## config.mk

```make
export PLATFORM = sky130hd
export DESIGN_NAME = mac_seq_ctrl
export DESIGN_NICKNAME = d
export VERILOG_FILES = /design/src/rtl/mac_seq_pkg.sv /design/src/rtl/mac_seq_ctrl_watchdog.sv /design/src/rtl/mac_seq_ctrl.sv
export SDC_FILE = /design/constraint.sdc
export NUM_CORES = 1
export LEC_CHECK = 0
export CORE_MARGIN = 4
export CORE_UTILIZATION = 44
export CTS_CLUSTER_DIAMETER = 120
export CTS_CLUSTER_SIZE = 14
export DETAILED_ROUTE_END_ITERATION = 7
export GPL_ROUTABILITY_DRIVEN = 0
export PLACE_DENSITY = 0.93
export SYNTH_ARGS = -nofsm -noshare
export SYNTH_HDL_FRONTEND = slang
export SYNTH_HIERARCHICAL = 1
export SYNTH_SLANG_ARGS = --single-unit
export TNS_END_PERCENT = 5
```

## constraint.sdc

```tcl
create_clock -name clk_i -period 8.8 [get_ports clk_i]
set_clock_uncertainty 0.2 [all_clocks]
set_input_delay 1.76 -clock clk_i [delete_from_list [all_inputs] [get_ports clk_i]]
set_output_delay 1.76 -clock clk_i [all_outputs]
set_load 0.02 [all_outputs]
```

## src/rtl/mac_seq_pkg.sv

```systemverilog
// Shared types and default widths for the MAC sequencing controller.
// The state encoding is visible to the top FSM and anything that probes it.
package mac_seq_pkg;

    localparam int WIDTH_DEF     = 32;
    localparam int LEN_WIDTH_DEF = 8;
    localparam int TIMEOUT_DEF   = 16;

    typedef enum logic [2:0] {
        IDLE,
        CLEAR,
        FEED,
        DRAIN,
        DONE
    } state_e;

endpackage

```

## src/rtl/mac_seq_ctrl_watchdog.sv

```systemverilog
// Stall watchdog: counts cycles with MAC work outstanding but no retirement,
// and raises a sticky error once the count reaches timeout_p.
module mac_seq_watchdog
    import mac_seq_pkg::*;
#(
    parameter int timeout_p = TIMEOUT_DEF
) (
    input  logic clk_i,
    input  logic reset_i,
    input  logic clear_i,
    input  logic pending_i,
    input  logic retire_i,
    output logic err_o
);

    localparam int CNT_W = $clog2(timeout_p + 1);

    logic [CNT_W-1:0] cnt_reg;
    logic             err_reg;

    always_ff @(posedge clk_i or negedge reset_i) begin
        if (!reset_i) begin
            cnt_reg <= '0;
            err_reg <= 1'b0;
        end else if (clear_i) begin
            cnt_reg <= '0;
            err_reg <= 1'b0;
        end else if (retire_i || !pending_i) begin
            cnt_reg <= '0;
        end else if (cnt_reg != CNT_W'(timeout_p)) begin
            // Counter saturates at the limit; the flag stays set until the next job.
            cnt_reg <= cnt_reg + 1'b1;
            if (cnt_reg == CNT_W'(timeout_p - 1)) begin
                err_reg <= 1'b1;
            end
        end
    end

    assign err_o = err_reg;

endmodule

```

## src/rtl/mac_seq_ctrl.sv

```systemverilog
// Dot-product job sequencer for a single MAC PE: flush, stream L operand
// pairs, retire L MAC outputs, then hand back the final accumulator.
module mac_seq_ctrl
    import mac_seq_pkg::*;
#(
    parameter int width_p     = WIDTH_DEF,
    parameter int len_width_p = LEN_WIDTH_DEF,
    parameter int timeout_p   = TIMEOUT_DEF
) (
    input  logic                   clk_i,
    input  logic                   reset_i,
    input  logic                   cmd_valid_i,
    output logic                   cmd_ready_o,
    input  logic [len_width_p-1:0] cmd_len_i,
    input  logic                   op_valid_i,
    output logic                   op_ready_o,
    input  logic [width_p-1:0]     op_a_i,
    input  logic [width_p-1:0]     op_b_i,
    output logic                   mac_en_o,
    output logic                   mac_flush_o,
    output logic                   mac_a_valid_o,
    input  logic                   mac_a_ready_i,
    output logic [width_p-1:0]     mac_a_o,
    output logic                   mac_b_valid_o,
    input  logic                   mac_b_ready_i,
    output logic [width_p-1:0]     mac_b_o,
    input  logic                   mac_a_valid_i,
    input  logic                   mac_b_valid_i,
    output logic                   mac_a_yumi_o,
    output logic                   mac_b_yumi_o,
    input  logic [width_p-1:0]     mac_accum_i,
    output logic                   res_valid_o,
    input  logic                   res_ready_i,
    output logic [width_p-1:0]     res_o,
    output logic                   err_o
);

    // One extra bit so the largest job length never wraps the counters.
    localparam int CNT_W = len_width_p + 1;

    state_e             state_reg;
    logic [CNT_W-1:0]   len_reg;
    logic [CNT_W-1:0]   issued_reg;
    logic [CNT_W-1:0]   done_reg;
    logic [width_p-1:0] res_reg;
    logic               cmd_ready_reg;
    logic               mac_en_reg;
    logic               mac_flush_reg;
    logic               res_valid_reg;

    logic             in_feed;
    logic             in_flow;
    logic             fire;
    logic             retire;
    logic             cmd_accept;
    logic [CNT_W-1:0] issued_next;
    logic [CNT_W-1:0] done_next;

    assign in_feed     = (state_reg == FEED);
    assign in_flow     = in_feed || (state_reg == DRAIN);
    assign cmd_accept  = (state_reg == IDLE) && cmd_ready_reg && cmd_valid_i;
    // A and B issue on a single shared condition so they can never split.
    assign fire        = in_feed && op_valid_i && mac_a_ready_i && mac_b_ready_i
                         && (issued_reg < len_reg);
    assign retire      = in_flow && mac_a_valid_i && mac_b_valid_i && (done_reg < issued_reg);
    assign issued_next = issued_reg + CNT_W'(fire);
    assign done_next   = done_reg + CNT_W'(retire);

    always_ff @(posedge clk_i or negedge reset_i) begin
        if (!reset_i) begin
            state_reg     <= IDLE;
            len_reg       <= '0;
            issued_reg    <= '0;
            done_reg      <= '0;
            res_reg       <= '0;
            cmd_ready_reg <= 1'b0;
            mac_en_reg    <= 1'b0;
            mac_flush_reg <= 1'b0;
            res_valid_reg <= 1'b0;
        end else begin
            issued_reg <= issued_next;
            done_reg   <= done_next;
            unique case (state_reg)
                IDLE: begin
                    if (cmd_accept) begin
                        len_reg       <= {1'b0, cmd_len_i};
                        issued_reg    <= '0;
                        done_reg      <= '0;
                        cmd_ready_reg <= 1'b0;
                        mac_en_reg    <= 1'b1;
                        mac_flush_reg <= 1'b1;
                        state_reg     <= CLEAR;
                    end else begin
                        cmd_ready_reg <= 1'b1;
                    end
                end
                CLEAR: begin
                    mac_flush_reg <= 1'b0;
                    if (len_reg == '0) begin
                        res_reg       <= '0;
                        mac_en_reg    <= 1'b0;
                        res_valid_reg <= 1'b1;
                        state_reg     <= DONE;
                    end else begin
                        state_reg <= FEED;
                    end
                end
                FEED: begin
                    if (issued_next == len_reg) begin
                        state_reg <= DRAIN;
                    end
                end
                DRAIN: begin
                    if (retire && (done_next == len_reg)) begin
                        res_reg       <= mac_accum_i;
                        mac_en_reg    <= 1'b0;
                        res_valid_reg <= 1'b1;
                        state_reg     <= DONE;
                    end
                end
                DONE: begin
                    if (res_ready_i) begin
                        res_valid_reg <= 1'b0;
                        cmd_ready_reg <= 1'b1;
                        state_reg     <= IDLE;
                    end
                end
                default: begin
                    state_reg <= IDLE;
                end
            endcase
        end
    end

    mac_seq_watchdog #(
        .timeout_p(timeout_p)
    ) u_watchdog (
        .clk_i    (clk_i),
        .reset_i  (reset_i),
        .clear_i  (cmd_accept),
        .pending_i(done_reg < issued_reg),
        .retire_i (retire),
        .err_o    (err_o)
    );

    assign cmd_ready_o   = cmd_ready_reg;
    assign op_ready_o    = fire;
    assign mac_en_o      = mac_en_reg;
    assign mac_flush_o   = mac_flush_reg;
    assign mac_a_valid_o = fire;
    assign mac_b_valid_o = fire;
    assign mac_a_o       = in_feed ? op_a_i : '0;
    assign mac_b_o       = in_feed ? op_b_i : '0;
    assign mac_a_yumi_o  = retire;
    assign mac_b_yumi_o  = retire;
    assign res_valid_o   = res_valid_reg;
    assign res_o         = res_reg;

endmodule

```

**Run 1: signal wires on met1**

Bar = 20 um. Supply wires on this layer in gray.
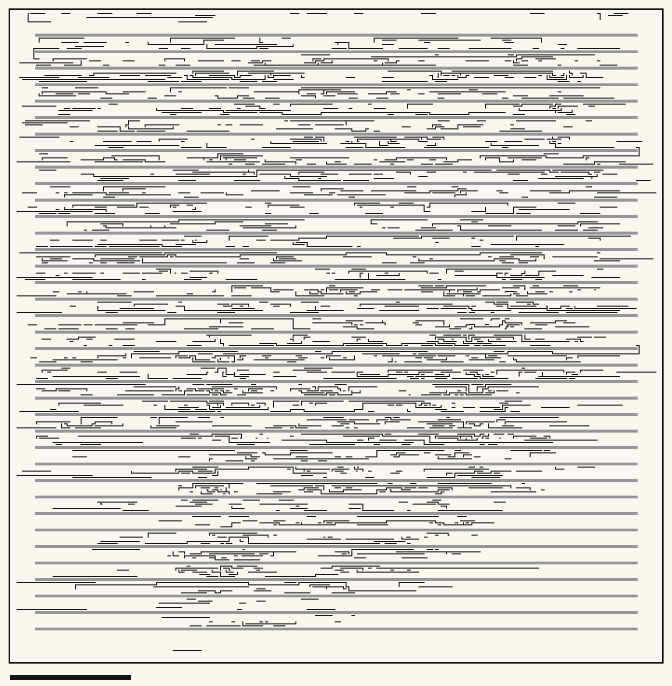
share of all routed wire	34%
wire length on this layer	5950 um
main direction	horizontal
nets with wire on the layer	711

**Run 1: M2 wires**

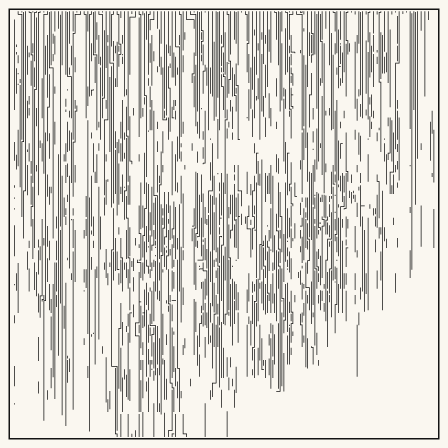
share of all routed wire	49%
main direction	vertical

==> Slide: Implementation Results, run 1 <==
Flow Results at a Glance

Clock tree
  – Max Root-Sink Buffers: 2
  – Worst-path clk slew: 70 ps
  – # hold bufs at CTS: 0
  – Post-CTS setup buffers: 0
  – CTS buffer count: 9
  – CTS tree: built
  – Clock insertion delay at the later pin of the skew report: 350 ps
  – Root Driver: clkbuf_8

GRT
  – GR Util met2: 0.4853
  – Overflow after GRT: 0
  – Initial antenna violation count: 7
  – Vias in the first global route: 4413
  – Global-route met1 utilization: 0.3335
  – Busiest grt layer: met2

Drt
  – DR iter-0 viols: 301
  – Final WL: 17740 um
  – 1st-pass router iterations: 6
  – Vias: 4223
  – Max layer used: met5
  – DRT met1 WL: 5947 um

Run status
  – Status: complete, no violations

Power
  – Clock share of power: 0.365
  – Combinational power share: 0.244
  – Internal cell power: 706.2 uW
  – NetSw: 270.3 uW
  – Max VDD drop: 0.1108 mV
  – Reg power frac: 0.391

Setup path
  – CP max stage delay: 670 ps
  – Worst Setup Start Kind: primary input
  – Worst path cell trace: clkdlybuf4s50_1 > and4b_1 > nand3_1 > a2111oi_0 > or3_1 > clkdlybuf4s50_1
  – Crit end category: output pin
  – Critical path class: in2out
  – R2R Path Start: issued_reg[6]
  – Critical Path Fanout Max: 4
  – RR Endpoint: res_o[10]
  – Critical path arrival: 4000 ps
  – Reg2reg path depth: 16
  – Buffers and inverters on the worst path: 2
  – Worst path slowest cell: clkdlybuf4s50_1
  – R2R Setup Slk: 3790 ps

Layout
  – Top cell excl fill/tap: clkdlybuf4s50_1
  – Dominant logic cell types in the final layout: 217 x clkdlybuf4s50_1, 71 x dfrtp_1, 64 x and2_1
  – Post-layout util: 0.7076
  – Comb gates: 307
  – Seq area share: 0.2581
  – Area Overhead vs Synth: 58.01%
  – # fillers: 695
  – Nonclk inv count: 26
  – Biggest Area Class: combinational gates
  – Non-CTS buffers: 222
  – Register area: 1777 um^2
  – Max reg flops: 32
  – Layout non-clock buf frac: 0.3206
  – Diode count: 4
  – Non-filler cells, final: 779

Die
  – TAP cells: 133
  – Num rows: 36
  – Die Y: 107.5 um
  – Die Width: 107.5 um
  – Core utilization at floorplan: 0.4478

Job
  – Tool warnings: 27
  – Max Cap Viol: 0

Yosys
  – Cells in synth_stat.txt: 428
  – Top post-synthesis cells by area: dfrtp_1 41%, and2_1 9.2%, ha_1 6.3%, a22o_1 5.8%, xnor2_1 4.0%
  – Ys flop type: dfrtp_1
  – Number of enable flip-flop cells: 0
  – Mapped Avg Cell Area: 10.18 um^2
  – Max-area cell share: 0.4078
  – Cell variety after synth: 66
  – Yosys stat area: 4357 um^2
  – Post-synth regs: 71
  – Post-synth seq share: 0.4078

Hold path
  – Hold depth: 1
  – Hold path start: res_o[20]
  – WHS Endpoint: res_o[20]

Timing
  – Final setup viols: 0
  – Worst Slack Setup Final: 2842 ps
  – Setup TNS Final: 0 ps
  – Slew @ Worst Pin: 917.9 ps
  – RSZ-0062 raised after global routing: no
  – Max Clk Rate: 167.8 MHz

Placed design
  – Buffers on Ports: 218
  – Placed Area: 6604 um^2
  – Post-Place Cells: 759
  – Pre-CTS setup slack: 2901 ps
**Run 1: the metal 3 layer**

Bar = 20 um. Cells faint in the background.
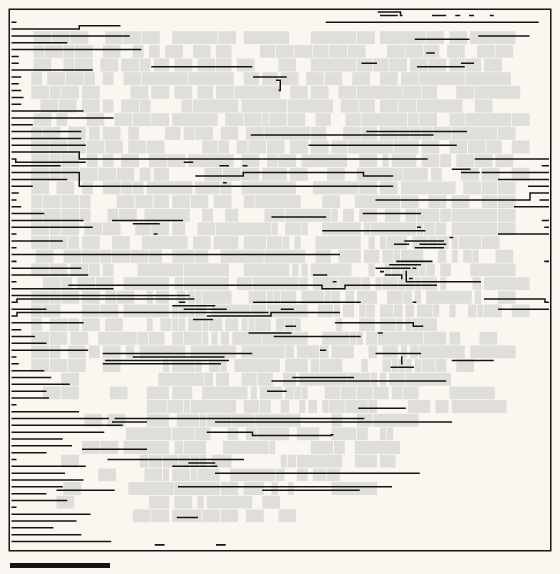
wire length on this layer	2180 um
nets with wire on the layer	152
longest straight run	69.2 um
main direction	horizontal
share of all routed wire	12%

**Run 1: the metal 4 layer**

Supply wires on this layer in gray.
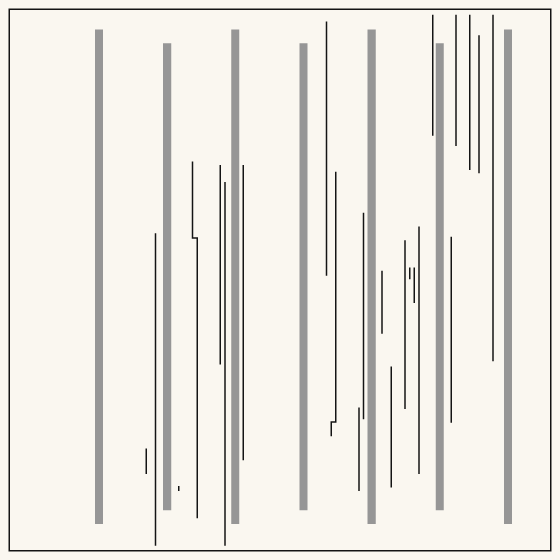
longest straight run	72.1 um
nets with wire on the layer	20
wire length on this layer	810 um

run 1: how the worst max path moves through the flow:
stage	start	to	cells past startpoint
after floorplan	op_valid_i	mac_b_valid_o	5
after global placement	op_valid_i	mac_a_valid_o	6
after detailed placement	mac_b_ready_i	mac_a_valid_o	6
after CTS	mac_b_ready_i	mac_a_valid_o	6
after global routing	mac_b_ready_i	op_ready_o	6
final	mac_b_ready_i	mac_a_valid_o	6
run 1: power groups by stage:
stage / registers [uW] / logic, uW / clock network, uW
after floorplan: 375 / 131 / 0
after global routing: 385 / 256 / 372
after CTS: 381 / 240 / 357
final: 382 / 238 / 357
after detailed placement: 387 / 237 / 0
after global placement: 384 / 228 / 0
run 1: logic make-up after synthesis:
| kind of cell | count (synthesis) | share of synthesized area |
|---|---|---|
| AOI/OAI and AO/OA | 82 | 0.1562 |
| xor gates and xnor gates | 27 | 0.06548 |
| adders and majority gates | 22 | 0.06318 |
| buffers and inverters | 50 | 0.05255 |
| DFF | 71 | 0.4078 |
| muxes | 5 | 0.01264 |
| and+or+nand+nor | 171 | 0.2421 |
run 1: cell usage after synthesis (2+ instances only):
cell       instances
a31oi_1            5
nand3_1           15
nand4_4            2
a21o_1             4
nor4b_1            2
buf_2              5
nor2_1            30
dfrtp_1           71
nor4b_4            2
nand2b_1           2
clkbuf_1          12
buf_6              3
and4bb_2           4
a22o_1            29
a22o_2             3
mux2_2             3
buf_4              3
inv_1             26
and2_1            64
o21a_1             3
o21ai_1            2
xor2_1             3
ha_1              22
nor4_1             3
a21oi_1            5
o21ai_0           11
nand2_1           24
o2111ai_1          2
nor3_1             6
xnor2_1           20
nor2b_1            5
xnor3_1            3
**Run 1: the clock network**

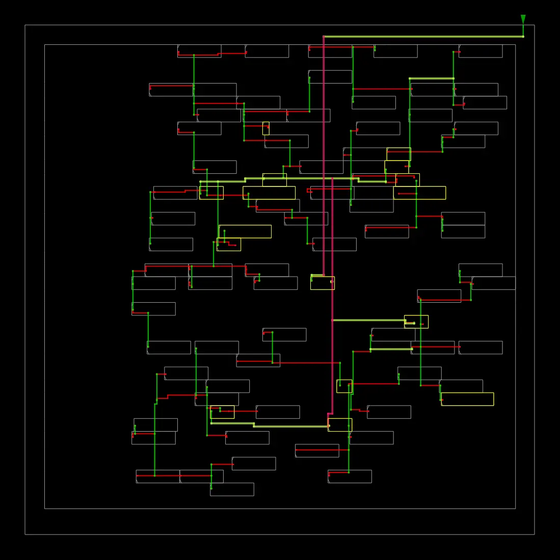

## Run 2: what changed since run 1
--- a/config.mk
+++ b/config.mk
@@ -6,12 +6,12 @@
 export NUM_CORES = 1
 export LEC_CHECK = 0
 export CORE_MARGIN = 4
-export CORE_UTILIZATION = 44
+export CORE_UTILIZATION = 41
 export CTS_CLUSTER_DIAMETER = 120
 export CTS_CLUSTER_SIZE = 14
 export DETAILED_ROUTE_END_ITERATION = 7
 export GPL_ROUTABILITY_DRIVEN = 0
-export PLACE_DENSITY = 0.93
+export PLACE_DENSITY = 0.88
 export SYNTH_ARGS = -nofsm -noshare
 export SYNTH_HDL_FRONTEND = slang
 export SYNTH_HIERARCHICAL = 1
==> constraint.sdc (replaced) <==
create_clock -name clk_i -period 5.81 [get_ports clk_i]
set_clock_uncertainty 0.2 [all_clocks]
set_input_delay 1.162 -clock clk_i [delete_from_list [all_inputs] [get_ports clk_i]]
set_output_delay 1.162 -clock clk_i [all_outputs]
set_load 0.02 [all_outputs]
**Run 2: the clock network**

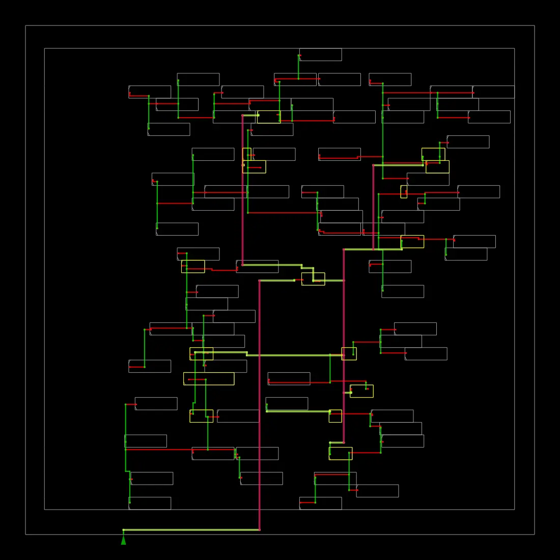
# clk buffers: 12
CTS buffer count: 9

**Run 2: signal wires on met1**

Bar = 20 um. Supply wires on this layer in gray.
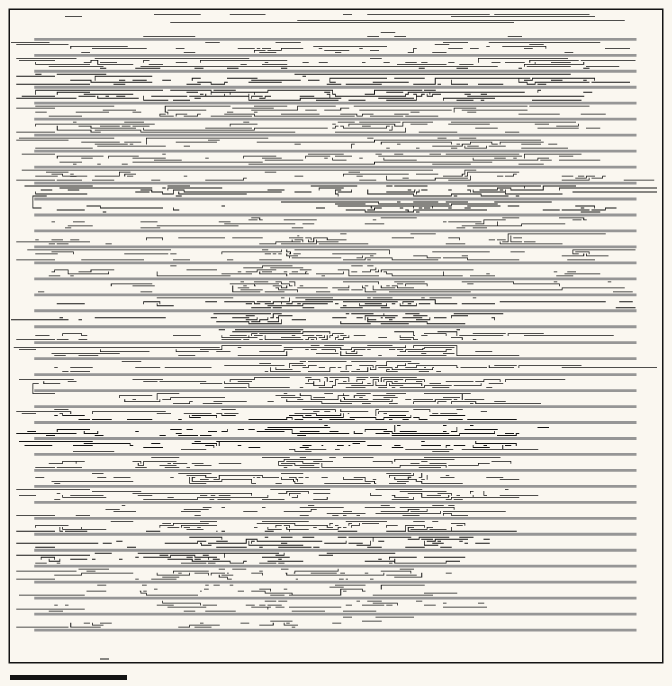
longest straight run	69.9 um
main direction	horizontal
nets with wire on the layer	698
wire length on this layer	6360 um
share of all routed wire	38%

==> Slide: Implementation Results, run 2 <==
Flow Results at a Glance

Yosys
  – Synth cell count leaders: 71 x dfrtp_1, 64 x and2_1, 30 x nor2_1 (unchanged)
  – Synthesized instance count: 428 (unchanged)
  – Ys flop type: dfrtp_1 (unchanged)
  – Dominant cell type by area after synthesis: dfrtp_1 (unchanged)
  – Post-synth regs: 71 (unchanged)
  – Asr flop ratio synth: 1.000 (unchanged)
  – Max-area cell share: 0.4078 (unchanged)
  – MUX area fraction: 0.01264 (unchanged)
  – Simple Share, Synth: 0.2421 (unchanged)
  – XOR Share, Synth: 0.06548 (unchanged)
  – Top post-synthesis cells by area: dfrtp_1 41%, and2_1 9.2%, ha_1 6.3%, a22o_1 5.8%, xnor2_1 4.0% (unchanged)
  – Compound Share, Synth: 0.1562 (unchanged)
  – Mapped Avg Cell Area: 10.18 um^2 (unchanged)
  – Number of enable flip-flop cells: 0 (unchanged)
  – Post-synth seq share: 0.4078 (unchanged)
  – Adder Area Share: 0.06318 (unchanged)
  – Yosys stat area: 4357 um^2 (unchanged)
  – Cell variety after synth: 66 (unchanged)
  – Comb area leader: simple AND/OR/NAND/NOR gates (unchanged)
  – Cells in synth_stat.txt: 428 (unchanged)
  – Mapped Nets: 563 (unchanged)
  – Netlist Area Pre-Place: 4357 um^2 (unchanged)
  – Count leader, synth: dfrtp_1 (unchanged)
  – Ys Warns: 6 (unchanged)

Timing
  – Hold slack: 296.5 ps (was 308.0 ps)
  – Slew Limit Fails: 0 (unchanged)
  – Final worst path period share: 0.8316
  – Setup TNS Final: 0 ps (unchanged)
  – Min Tclk post-route: 4832 ps
  – Max Clk Rate: 207.0 MHz
  – Final hold viol count: 0 (unchanged)
  – Slew @ Worst Pin: 920.3 ps (was 917.9 ps)
  – Final setup viols: 0 (unchanged)
  – RSZ-0062 raised after global routing: no (unchanged)

Power
  – Design Power: 1354 uW (was 976.5 uW)
  – NetSw: 402.2 uW (was 270.3 uW)
  – Sw frac: 0.2970 (was 0.2768)
  – Internal cell power: 951.9 uW (was 706.2 uW)
  – Pwr Density: 198.6 nW/um^2 (was 141.9 nW/um^2)
  – Combinational power share: 0.264 (was 0.244)
  – Clock share of power: 0.309 (was 0.365)
  – Static Leak: 0.002947 uW (was 0.002978 uW)
  – Max VDD drop: 0.1028 mV (was 0.1108 mV)
  – Reg power frac: 0.427 (was 0.391)

Drt
  – 1st-pass router iterations: 7 (was 6)
  – DR iter-0 viols: 450 (was 301)
  – Drt via density: 5.324 (was 5.421)
  – Routed WL per cell: 21.44 um (was 22.77 um)
  – Detail Route Antenna Nets: 0 (unchanged)
  – DR DRC count: 0 (unchanged)
  – Vias: 4153 (was 4223)
  – Final WL: 16730 um (was 17740 um)

Layout
  – Nets: 772 (unchanged)
  – Dominant logic cell types in the final layout: 217 x clkdlybuf4s50_1, 71 x dfrtp_1, 64 x and2_1 (unchanged)
  – Max reg flops: 32 (unchanged)
  – Non-filler cells, final: 780 (was 779)
  – Top cell excl fill/tap: clkdlybuf4s50_1 (unchanged)
  – Area Overhead vs Synth: 56.52% (was 58.01%)

Die
  – Die Width: 111.1 um (was 107.5 um)
  – Die Y: 111.1 um (was 107.5 um)
  – Core ar.: 10320 um^2 (was 9729 um^2)
  – Num rows: 37 (was 36)
  – Die ar.: 12340 um^2 (was 11560 um^2)
  – Core utilization at floorplan: 0.4220 (was 0.4478)

Setup path
  – R2R Setup Slk: 980 ps (was 3790 ps)
  – Worst path slowest cell: a221oi_4 (was clkdlybuf4s50_1)
  – Critical path arrival: 4890 ps (was 4000 ps)
  – Critical path class: reg2reg (was in2out)
  – Crit end category: flop (was output pin)
  – Req. time, crit path: 5870 ps (was 6840 ps)
  – Critical Path Most Common Cell: ha_1 (was clkdlybuf4s50_1)
  – Worst path cell trace: inv_1 > ha_1 > a21oi_1 > o221ai_2 > a221oi_4 > nand4_4 > inv_1 > ha_1 > ha_1 > nand3_1 > o21ai_1 > nor4b_4 > nand3b_1 > nor4b_4 > o21ai_4 > a22o_2 (was clkdlybuf4s50_1 > and4b_1 > nand3_1 > a2111oi_0 > or3_1 > clkdlybuf4s50_1)
  – CP max stage delay: 470 ps (was 670 ps)
  – Worst Setup Start Kind: flop (was primary input)
  – Critical Path Fanout Max: 34 (was 4)
  – Buffers and inverters on the worst path: 2 (unchanged)
  – Delay-heaviest family, CP: AND-OR/OR-AND gates (was buffers and inverters)

Clock tree
  – Clock Sinks: 71 (unchanged)
  – CTS tree: built (unchanged)
  – Htree depth: 3 (unchanged)
  – # hold bufs at CTS: 0 (unchanged)
  – Root Driver: clkbuf_8 (unchanged)
  – Max Root-Sink Buffers: 2 (unchanged)
  – Worst-path clk slew: 80 ps (was 70 ps)
  – Post-CTS setup buffers: 0 (unchanged)
  – Clock insertion delay at the later pin of the skew report: 360 ps (was 350 ps)

GRT
  – First-pass GRT wire length: 25950 um (was 25850 um)
  – Largest net degree at the start of global routing: 72 (unchanged)
  – Overflow after GRT: 0 (unchanged)
  – Vias in the first global route: 4536 (was 4413)
  – Initial antenna violation count: 3 (was 7)
  – Global-route usage over all layers: 0.2708 (was 0.3048)

Placed design
  – Post-Place Cells: 762 (was 759)
  – Buffers on Ports: 218 (unchanged)
  – Post-DP HPWL: 13030 um (was 14110 um)

Job
  – Max Cap Viol: 0 (unchanged)
  – Tool warnings: 27 (unchanged)

Run status
  – Status: complete, no violations (unchanged)

Hold path
  – Class of the worst hold path: reg2reg (unchanged)
run 2: cell count changes in the layout (fill, tap and decap cells not counted):
cell        delta
bufinv_16      -3
diode_2        -2
clkbuf_8       +1
clkinv_2       +1
clkinv_4       -1
clkinvlp_4     +1
inv_6          +1
run 2: through the flow:
| stage | instance area (um^2) | worst slack [ps] | utilization |
|---|---|---|---|
| 6_report | 6819 | 978.4 | 0.6605 |
| 2_1_floorplan | 4357 | 1553 | - |
| 4_1_cts | 6814 | 1005 | 0.6600 |
| 3_3_place_gp | 6608 | 1127 | 0.6400 |
| 3_5_place_dp | 6608 | 1038 | 0.6400 |
| 5_1_grt | 6819 | 666.8 | 0.6605 |
run 2: power by group through the flow:
stage | logic, uW | registers [uW] | clock network, uW
after floorplan | 199 | 568 | 0
after global placement | 342 | 582 | 0
after detailed placement | 354 | 587 | 0
after CTS | 361 | 577 | 423
after global routing | 390 | 583 | 444
final | 358 | 579 | 418
run 2: per-layer routing:
metal	vias to the layer above	routed length, um	track usage
met5	-	0	0
met4	0	608	0.1152
met3	45	1554	0.09989
met2	196	8204	0.4543
met1	2006	6359	0.3109
li1	1906	-	-
run 2: final timing paths:
kind | start | end | cells after the start
max reg2reg | issued_reg[6] | res_o[11] | 16
min in group asynchronous | reset_i | u_watchdog/cnt_reg[4] | 2
max in group asynchronous | reset_i | done_reg[6] | 2
min reg2reg | res_valid_o | res_valid_o | 2
max | issued_reg[6] | res_o[11] | 16
min | res_valid_o | res_valid_o | 2
run 2: final cells by class:
cell class              instances  area (um^2)
clock buffers                  12        155.1
fillers                       800         3505
inverters                      26        97.59
diodes                          2        5.005
multi-input cells             307         2356
repair buffers                222         2207
clock inverters                 4        51.30
well taps                     136        170.2
flip-flops and latches         71         1777
**Run 2: M2 wires**

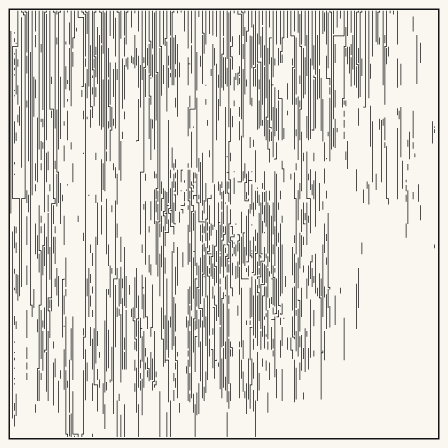

## Run 3: what changed since run 2
--- a/config.mk
+++ b/config.mk
@@ -6,12 +6,12 @@
 export NUM_CORES = 1
 export LEC_CHECK = 0
 export CORE_MARGIN = 4
-export CORE_UTILIZATION = 41
+export CORE_UTILIZATION = 37
 export CTS_CLUSTER_DIAMETER = 120
 export CTS_CLUSTER_SIZE = 14
 export DETAILED_ROUTE_END_ITERATION = 7
 export GPL_ROUTABILITY_DRIVEN = 0
-export PLACE_DENSITY = 0.88
+export PLACE_DENSITY = 0.84
 export SYNTH_ARGS = -nofsm -noshare
 export SYNTH_HDL_FRONTEND = slang
 export SYNTH_HIERARCHICAL = 1
==> constraint.sdc (replaced) <==
create_clock -name clk_i -period 4.43 [get_ports clk_i]
set_clock_uncertainty 0.2 [all_clocks]
set_input_delay 0.886 -clock clk_i [delete_from_list [all_inputs] [get_ports clk_i]]
set_output_delay 0.886 -clock clk_i [all_outputs]
set_load 0.02 [all_outputs]
**Run 3: M2 wires**

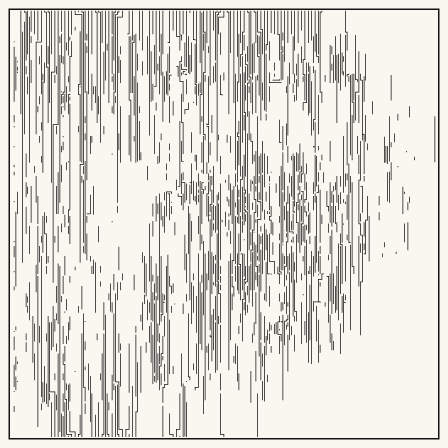
wire length on this layer	8020 um
share of all routed wire	54%
longest straight run	62.7 um
main direction	vertical
nets with wire on the layer	704

==> Slide: Implementation Results, run 3 <==
Flow Results at a Glance

Placed design
  – Post-DP HPWL: 11440 um (was 13030 um)
  – Buffers on Ports: 218 (unchanged)

Layout
  – Nonclk inv count: 26 (unchanged)
  – # clk buffers: 9 (was 12)
  – Dominant logic cell types in the final layout: 214 x clkdlybuf4s50_1, 66 x dfrtp_1, 64 x and2_1 (was 217 x clkdlybuf4s50_1, 71 x dfrtp_1, 64 x and2_1)
  – MI comb area: 2381 um^2 (was 2356 um^2)
  – Max reg flops: 32 (unchanged)
  – Register area: 1783 um^2 (was 1777 um^2)
  – Layout non-clock buf frac: 0.3240 (was 0.3237)
  – Comb gates: 308 (was 307)
  – Biggest Area Class: combinational gates (unchanged)
  – # fillers: 923 (was 800)
  – Logic gate fraction of the total cell area: 0.3384 (was 0.3455)
  – Non-CTS buffers: 229 (was 222)
  – Area Overhead vs Synth: 61.52% (was 56.52%)
  – Nets: 780 (was 772)
  – Diode count: 2 (unchanged)

Yosys
  – Number of enable flip-flop cells: 0 (unchanged)
  – Count leader, synth: dfrtp_1 (unchanged)
  – Yosys stat area: 4357 um^2 (unchanged)
  – Top post-synthesis cells by area: dfrtp_1 41%, and2_1 9.2%, ha_1 6.3%, a22o_1 5.8%, xnor2_1 4.0% (unchanged)
  – Max-area cell share: 0.4078 (unchanged)
  – Synthesized instance count: 428 (unchanged)
  – Asr flop ratio synth: 1.000 (unchanged)
  – Ys Warns: 6 (unchanged)
  – Netlist Area Pre-Place: 4357 um^2 (unchanged)
  – Mapped Nets: 563 (unchanged)
  – Cell variety after synth: 66 (unchanged)
  – Cells in synth_stat.txt: 428 (unchanged)
  – Post-synth regs: 71 (unchanged)
  – Post-synth seq share: 0.4078 (unchanged)
  – Dominant cell type by area after synthesis: dfrtp_1 (unchanged)

Timing
  – Min Tclk post-route: 4278 ps (was 4832 ps)
  – Final setup viols: 0 (unchanged)
  – Max Clk Rate: 233.8 MHz (was 207.0 MHz)
  – Slew Limit Fails: 0 (unchanged)
  – Slew @ Worst Pin: 981.4 ps (was 920.3 ps)
  – Final hold viol count: 0 (unchanged)
  – Final worst path period share: 0.9656 (was 0.8316)
  – Setup TNS Final: 0 ps (unchanged)

Power
  – NetSw: 533.9 uW (was 402.2 uW)
  – Static Leak: 0.003078 uW (was 0.002947 uW)
  – Pwr Density: 282.4 nW/um^2 (was 198.6 nW/um^2)
  – Max VDD drop: 0.1893 mV (was 0.1028 mV)
  – Combinational power share: 0.241 (was 0.264)
  – Sw frac: 0.2687 (was 0.2970)
  – Reg power frac: 0.378 (was 0.427)

Drt
  – Routed wl met2: 8014 um (was 8204 um)
  – Drt via density: 5.205 (was 5.324)
  – DRT met1 WL: 5096 um (was 6359 um)
  – Vias: 4133 (was 4153)
  – Routed WL per cell: 18.86 um (was 21.44 um)
  – DR DRC count: 0 (unchanged)
  – Max layer used: met4 (unchanged)

Clock tree
  – CTS tree: built (unchanged)
  – Htree depth: 3 (unchanged)
  – Worst-path clk slew: 60 ps (was 80 ps)
  – Max Root-Sink Buffers: 2 (unchanged)

Setup path
  – Worst Setup Start Kind: flop (unchanged)
  – R2R Setup Slk: 150 ps (was 980 ps)
  – Critical Path Fanout Max: 4 (was 34)
  – Critical path arrival: 4330 ps (was 4890 ps)
  – Crit end category: flop (unchanged)
  – Worst path cell trace: inv_1 > ha_1 > a21o_1 > a21o_1 > a21o_1 > a21o_1 > a2111oi_0 > or3_1 > ha_1 > ha_1 > nand3_1 > nand2_1 > nand3_1 > nor4_2 > o2111ai_1 > o32a_2 > a211oi_2 (was inv_1 > ha_1 > a21oi_1 > o221ai_2 > a221oi_4 > nand4_4 > inv_1 > ha_1 > ha_1 > nand3_1 > o21ai_1 > nor4b_4 > nand3b_1 > nor4b_4 > o21ai_4 > a22o_2)
  – Req. time, crit path: 4490 ps (was 5870 ps)
  – Reg2reg path depth: 17 (was 16)
  – R2R Path Start: len_reg[1] (was issued_reg[6])
  – CP max stage delay: 420 ps (was 470 ps)
  – Critical Path Most Common Cell: a21o_1 (was ha_1)
  – Buffers and inverters on the worst path: 1 (was 2)
  – RR Endpoint: state_reg[0] (was res_o[11])
  – Delay-heaviest family, CP: AND-OR/OR-AND gates (unchanged)

Die
  – Num rows: 39 (was 37)
  – Core ar.: 11470 um^2 (was 10320 um^2)
  – TAP cells: 143 (was 136)
  – Die Y: 116.5 um (was 111.1 um)
  – Die ar.: 13570 um^2 (was 12340 um^2)
  – Core utilization at floorplan: 0.3799 (was 0.4220)

Job
  – Max Cap Viol: 0 (unchanged)

Hold path
  – Hold path start: res_o[2] (was res_valid_o)
  – WHS Endpoint: res_o[2] (was res_valid_o)
  – Hold depth: 1 (was 2)

GRT
  – Vias in the first global route: 4415 (was 4536)
  – Largest net degree at the start of global routing: 65 (was 72)
  – Global-route usage over all layers: 0.2192 (was 0.2708)
  – Initial antenna violation count: 2 (was 3)

Run status
  – Status: complete, no violations (unchanged)
**Run 3: the clock network**

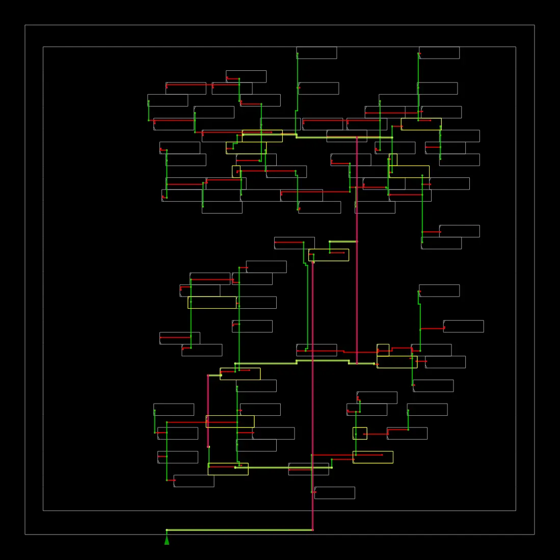
Clock Sinks: 71
clock insertion delay at the later pin of the skew report: 340 ps
num sequential: 71

## run 3: repair_timing
action / in CTS / in global routing
endpoints found under the setup margin: 0 / 38
gates resized: 0 / 13
setup buffers: 0 / 1
hold buffers: 0 / 0
## run 3: kinds of logic (layout without fill, tap and decap cells)
| kind of cell | after synthesis | in the layout | synth area share |
|---|---|---|---|
| and+or+nand+nor | 171 | 171 | 0.2421 |
| AOI/OAI and AO/OA | 82 | 83 | 0.1562 |
| buffers and inverters | 50 | 270 | 0.05255 |
| other | 0 | 2 | 0 |
| xor gates and xnor gates | 27 | 27 | 0.06548 |
| adders and majority gates | 22 | 22 | 0.06318 |
| muxes | 5 | 5 | 0.01264 |
| DFF | 71 | 71 | 0.4078 |
## run 3: metrics by stage
stage,hold slack [ps],power [uW],instances,setup WS (ps),area (um^2)
after detailed placement,287.1,1239,775,-1.963,6674
after global routing,327.4,2083,794,-49.07,7037
after floorplan,348.9,1005,428,172.5,4357
after global placement,283.3,1213,775,286.5,6674
after CTS,305.5,2006,790,30.17,6985
final,299.8,1987,794,152.2,7037
## run 3: power groups by stage
stage          Combinational [uW]  Sequential [uW]  Clock (uW)
2_1_floorplan                 261              745           0
3_3_place_gp                  455              758           0
3_5_place_dp                  477              762           0
4_1_cts                       484              751         771
5_1_grt                       524              758         801
6_report                      479              751         757
## run 3: worst max path at each step
stage,startpoint,endpoint,depth (start not counted)
after floorplan,issued_reg[5],res_o[1],18
after global placement,op_valid_i,state_reg[0],14
after detailed placement,op_valid_i,state_reg[0],12
after CTS,len_reg[1],mac_b_valid_o,10
after global routing,issued_reg[7],res_o[10],17
final,len_reg[1],state_reg[0],17
## run 3: metal layers
metal,vias up,GRT usage
met5,-,0
met4,0,0.08353
met3,27,0.09482
met2,194,0.3852
met1,1980,0.2320
li1,1932,-
No activity file was given, so power comes from the tool's default toggle rates.
